logic_types.png
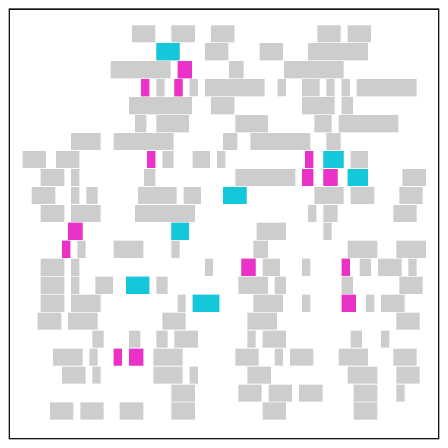
layer_met2.png
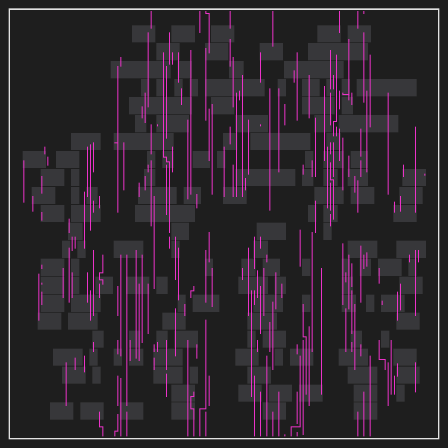
placement.png
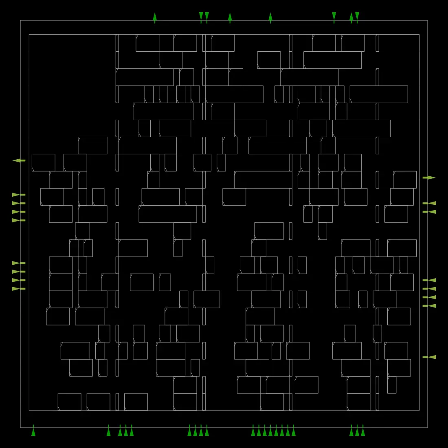
==> src/rtl/cmp_seq_wide_if.sv <==
// rtl/cmp_seq_wide_if.sv - word-pair stream, cascade and result bundle for cmp_seq_wide
interface cmp_seq_wide_if #(
  parameter int WORD_W = 16
);
  logic              start;
  logic              fi_big;
  logic              fi_equal;
  logic              fi_small;
  logic [WORD_W-1:0] a_word;
  logic [WORD_W-1:0] b_word;
  logic              in_valid;
  logic              in_ready;
  logic              busy;
  logic              done;
  logic              fo_big;
  logic              fo_equal;
  logic              fo_small;

  // Source side: requests comparisons and streams word pairs
  modport master (
    output start, fi_big, fi_equal, fi_small, a_word, b_word, in_valid,
    input  in_ready, busy, done, fo_big, fo_equal, fo_small
  );

  // Comparator side
  modport slave (
    input  start, fi_big, fi_equal, fi_small, a_word, b_word, in_valid,
    output in_ready, busy, done, fo_big, fo_equal, fo_small
  );
endinterface

==> src/rtl/cmp_seq_wide.sv <==
// rtl/cmp_seq_wide.sv - sequential wide-operand magnitude comparator, MS word first
module cmp_seq_wide #(
  parameter int WORD_W    = 16,
  parameter int NUM_WORDS = 4
) (
  input  logic               sys_clk,
  input  logic               sys_rst_n,
  cmp_seq_wide_if.slave      bus
);
  localparam int CNT_W = (NUM_WORDS > 1) ? $clog2(NUM_WORDS) : 1;
  localparam logic [CNT_W-1:0] LAST_CNT = CNT_W'(NUM_WORDS - 1);

  typedef enum logic [1:0] {S_IDLE, S_RUN, S_DONE} state_t;
  typedef enum logic [1:0] {ACC_EQ, ACC_BIG, ACC_SMALL} acc_t;

  state_t            r_state;
  acc_t              r_acc;
  logic [CNT_W-1:0]  r_cnt;
  logic              r_busy;
  logic              r_done;
  logic              r_fo_big;
  logic              r_fo_equal;
  logic              r_fo_small;

  logic [WORD_W-1:0] w_a;
  logic [WORD_W-1:0] w_b;
  logic              w_beat;
  acc_t              w_acc_next;
  acc_t              w_acc_init;

  assign w_a    = bus.a_word;
  assign w_b    = bus.b_word;
  assign w_beat = (r_state == S_RUN) && bus.in_valid;

  // Once a more-significant word has decided the result, later words cannot change it
  always_comb begin
    w_acc_next = r_acc;
    if (r_acc == ACC_EQ) begin
      if (w_a > w_b)
        w_acc_next = ACC_BIG;
      else if (w_a < w_b)
        w_acc_next = ACC_SMALL;
    end
  end

  // Cascade-in priority big > small > equal; no flag set counts as equal
  always_comb begin
    w_acc_init = ACC_EQ;
    if (bus.fi_big)
      w_acc_init = ACC_BIG;
    else if (bus.fi_small)
      w_acc_init = ACC_SMALL;
  end

  // Control FSM with registered status and result outputs
  always_ff @(posedge sys_clk or negedge sys_rst_n) begin
    if (!sys_rst_n) begin
      r_state    <= S_IDLE;
      r_acc      <= ACC_EQ;
      r_cnt      <= '0;
      r_busy     <= 1'b0;
      r_done     <= 1'b0;
      r_fo_big   <= 1'b0;
      r_fo_equal <= 1'b1;
      r_fo_small <= 1'b0;
    end else begin
      r_done <= 1'b0;
      case (r_state)
        S_IDLE: begin
          if (bus.start) begin
            r_acc   <= w_acc_init;
            r_cnt   <= '0;
            r_busy  <= 1'b1;
            r_state <= S_RUN;
          end
        end
        S_RUN: begin
          if (w_beat) begin
            r_acc <= w_acc_next;
            r_cnt <= r_cnt + 1'b1;
            if (r_cnt == LAST_CNT) begin
              r_state    <= S_DONE;
              r_done     <= 1'b1;
              r_fo_big   <= (w_acc_next == ACC_BIG);
              r_fo_equal <= (w_acc_next == ACC_EQ);
              r_fo_small <= (w_acc_next == ACC_SMALL);
            end
          end
        end
        S_DONE: begin
          r_busy  <= 1'b0;
          r_state <= S_IDLE;
        end
        default: begin
          r_busy  <= 1'b0;
          r_state <= S_IDLE;
        end
      endcase
    end
  end

  assign bus.in_ready = (r_state == S_RUN);
  assign bus.busy     = r_busy;
  assign bus.done     = r_done;
  assign bus.fo_big   = r_fo_big;
  assign bus.fo_equal = r_fo_equal;
  assign bus.fo_small = r_fo_small;
endmodule

==> src/flat_wrapper.sv <==
// flat-port wrapper written by rule: the top's interface ports become plain ports
module cmp_seq_wide_flat 
#(
  parameter int WORD_W    = 16,
  parameter int NUM_WORDS = 4
)
  (sys_clk, sys_rst_n, bus_start, bus_fi_big, bus_fi_equal, bus_fi_small, bus_a_word, bus_b_word, bus_in_valid, bus_in_ready, bus_busy, bus_done, bus_fo_big, bus_fo_equal, bus_fo_small);
  cmp_seq_wide_if #(.WORD_W(WORD_W)) bus_i ();
  input  logic sys_clk;
  input  logic sys_rst_n;
  input wire logic [$bits(bus_i.start)-1:0] bus_start;
  input wire logic [$bits(bus_i.fi_big)-1:0] bus_fi_big;
  input wire logic [$bits(bus_i.fi_equal)-1:0] bus_fi_equal;
  input wire logic [$bits(bus_i.fi_small)-1:0] bus_fi_small;
  input wire logic [$bits(bus_i.a_word)-1:0] bus_a_word;
  input wire logic [$bits(bus_i.b_word)-1:0] bus_b_word;
  input wire logic [$bits(bus_i.in_valid)-1:0] bus_in_valid;
  output wire logic [$bits(bus_i.in_ready)-1:0] bus_in_ready;
  output wire logic [$bits(bus_i.busy)-1:0] bus_busy;
  output wire logic [$bits(bus_i.done)-1:0] bus_done;
  output wire logic [$bits(bus_i.fo_big)-1:0] bus_fo_big;
  output wire logic [$bits(bus_i.fo_equal)-1:0] bus_fo_equal;
  output wire logic [$bits(bus_i.fo_small)-1:0] bus_fo_small;
  assign bus_i.start = bus_start;
  assign bus_i.fi_big = bus_fi_big;
  assign bus_i.fi_equal = bus_fi_equal;
  assign bus_i.fi_small = bus_fi_small;
  assign bus_i.a_word = bus_a_word;
  assign bus_i.b_word = bus_b_word;
  assign bus_i.in_valid = bus_in_valid;
  assign bus_in_ready = bus_i.in_ready;
  assign bus_busy = bus_i.busy;
  assign bus_done = bus_i.done;
  assign bus_fo_big = bus_i.fo_big;
  assign bus_fo_equal = bus_i.fo_equal;
  assign bus_fo_small = bus_i.fo_small;
  cmp_seq_wide #(.WORD_W(WORD_W), .NUM_WORDS(NUM_WORDS)) u_core (.sys_clk(sys_clk), .sys_rst_n(sys_rst_n), .bus(bus_i));
endmodule
==> config.mk <==
export PLATFORM = sky130hd
export DESIGN_NAME = cmp_seq_wide_flat
export DESIGN_NICKNAME = d
export VERILOG_FILES = /design/src/rtl/cmp_seq_wide_if.sv /design/src/rtl/cmp_seq_wide.sv /design/src/flat_wrapper.sv
export SDC_FILE = /design/constraint.sdc
export NUM_CORES = 1
export LEC_CHECK = 0
export CELL_PAD_IN_SITES_DETAIL_PLACEMENT = 1
export CELL_PAD_IN_SITES_GLOBAL_PLACEMENT = 2
export CORE_UTILIZATION = 23
export DETAILED_ROUTE_END_ITERATION = 10
export GPL_ROUTABILITY_DRIVEN = 0
export PLACE_DENSITY_LB_ADDON = 0.1
export SETUP_SLACK_MARGIN = 0.2
export SKIP_LAST_GASP = 1
export SLEW_MARGIN = 20
export SYNTH_ARGS = -nofsm -noshare
export SYNTH_HDL_FRONTEND = slang
export SYNTH_SLANG_ARGS = --single-unit
==> constraint.sdc <==
create_clock -name sys_clk -period 4 [get_ports sys_clk]
set_input_delay 0.4 -clock sys_clk [delete_from_list [all_inputs] [get_ports sys_clk]]
set_output_delay 0.4 -clock sys_clk [all_outputs]
set_load 0.05 [all_outputs]
==> flow_summary.toml <==
# flow metrics
[route]
wire_per_inst_um = 12.36
drc_errors = 0
vias_per_cell = 4.576

[floorplanning]
die_area_um2 = 4199
io_pins = 45
die_h_um = 64.80

[yosys]
synth_area_per_cell_um2 = 8.807
ys_types = 29
fp_nets = 159
top_area_cell = "dfrtp_1"
yosysTopAreaCellShare_pct = 27.59
edf_count = 0
ys_chip_area_um2 = 907.1
synth_top_flop_cell = "dfrtp_1"
ys_warn_count = 0
synth_cells = 103

[power]
combPwrFrac_pct = 52.3
swShare_pct = 41.62
power_density_nw_per_um2 = 454.6
irDropWorstVdd_uv = 173.7
p_leak_nw = 0.6806

[sta]
skew_ns = 0.0008584
hold_violations = 0
slew_headroom_pct = 64.81

[cts]
cts.sinks = 11
cts_resized = 0
cts_tree = "built"

[grt]
antenna_found_initial = 0
grt_max_degree = 12
gr-total-overflow = 0

[final_layout]
finalNetCount = 207
final_layout_top_logic_cells = "clkdlybuf4s50_1 (43), inv_1 (21), ha_1 (17)"
logic_area_um2 = 551.8

[critical_path]
r2r_slack_ns = 2.50
r2r_end = "u_core.bus.fo_small"
crit_fanout = 5
arrival_ns = 2.29
endpoint_kind = "flop"
r2r_start = "u_core.r_state[1]"

[run]
tool_warnings = 27
maxCapViolations = 0

[min_path]
hold_end = "u_core.bus.fo_equal"

[outcome]
outcome = "complete, no violations"

[place]
portBuffers = 43
pre_cts_ws_ns = 1.552
-- logic_types.png (at the start) --
non-inverting ao/oa cells: marked cyan, cells 7. nand cells: marked magenta, cells 14.
most common logic cell in the routed design: clkdlybuf4s50_1
multi-input gate share of total cell area: 38.25%

-- layer_met2.png (at the start) --
182 nets have wire on it. The wires run mostly vertical. The layer holds 52% of the routed length. The layer carries 1270 um of wire.
Vias: 906
M2 GR Usage: 26.82%
DRT Wirelength: 2.447 mm

-- placement.png (at the start) --
tapcell count: 48
core area: 3716 um2
registers: 11
sequential share of cell area: 19.17%

==> worst max-delay path by stage <==
stage	endpoint	slack, ns	depth (start not counted)
floorplan	u_core.r_acc[1]	2.16	7
CTS	u_core.r_acc[1]	1.82	8
detailed placement	u_core.r_acc[1]	1.55	8
global route	u_core.r_acc[0]	1.69	8
global placement	u_core.r_acc[1]	1.61	8
finish	u_core.r_acc[1]	1.83	8
==> critical path, stage by stage <==
cell and delay (ns):
clkdlybuf4s50_1 0.46, inv_1 0.04, ha_1 0.28, nor2b_1 0.12
o211ai_1 0.10, a2111o_1 0.38, o211a_2 0.18, a221o_1 0.32
==> cell families (layout without fill, tap and decap cells) <==
logic type	count (synthesis)	in the layout	synth area share (%)
simple gates	26	26	14.76
flops	11	11	30.48
fa+ha+maj	17	17	23.45
mux	2	2	2.207
compound gates	26	26	20.42
buf+inv	21	68	8.690
==> power by group through the flow <==
stage                     clock network, mW  registers (mW)  logic [mW]
after global placement                    0           0.204       0.339
after floorplan                           0           0.260       0.161
after global routing                  0.120           0.211       0.378
after detailed placement                  0           0.206       0.349
final                                 0.110           0.203       0.343
after CTS                             0.113           0.205       0.350
==> layout make-up <==
type,count,share of cell area (%)
Sequential cell,11,19.17
Timing Repair Buffer,43,29.84
Inverter,21,5.464
Tap cell,48,4.163
Clock buffer,4,3.122
Multi-Input combinational cell,71,38.25
==> per-stage QoR <==
stage          hold WS [ns]  power (mW)  util [%]
2_1_floorplan        0.1044      0.4207         -
3_3_place_gp         0.4783      0.5428     37.61
3_5_place_dp         0.4897      0.5546     37.61
4_1_cts              0.4890      0.6674     38.82
5_1_grt              0.5344      0.7091     38.82
6_report             0.4795      0.6559     38.82
==> synthesized netlist by cell type, types with 2 or more instances <==
cell type / number
a21oi_1: 9
a22o_1: 2
dfrtp_1: 10
ha_1: 17
inv_1: 21
mux2i_1: 2
nand2_1: 7
nand2b_1: 2
nand4_1: 4
nor2_1: 5
nor2b_1: 3
nor3b_1: 2
o21ai_0: 3
==> sequential cells by signal (all words and copies together), names as in the netlist <==
signal / flops
u_core.bus.fo_equal: 1
u_core.bus.done: 1
u_core.bus.busy: 1
u_core.bus.fo_big: 1
u_core.r_cnt: 2
u_core.r_state: 2
u_core.r_acc: 2
u_core.bus.fo_small: 1
==> layer usage <==
| metal | GRT usage [%] | vias up | part of all wire, % |
|---|---|---|---|
| met1 | 14.45 | 427 | 43 |
| met5 | 0 | - | 0 |
| li1 | - | 456 | - |
| met3 | 3.169 | 2 | 4.8 |
| met2 | 26.82 | 21 | 52 |
| met4 | 2.500 | 0 | 0.78 |
Power is estimated from default activity; no workload was simulated.
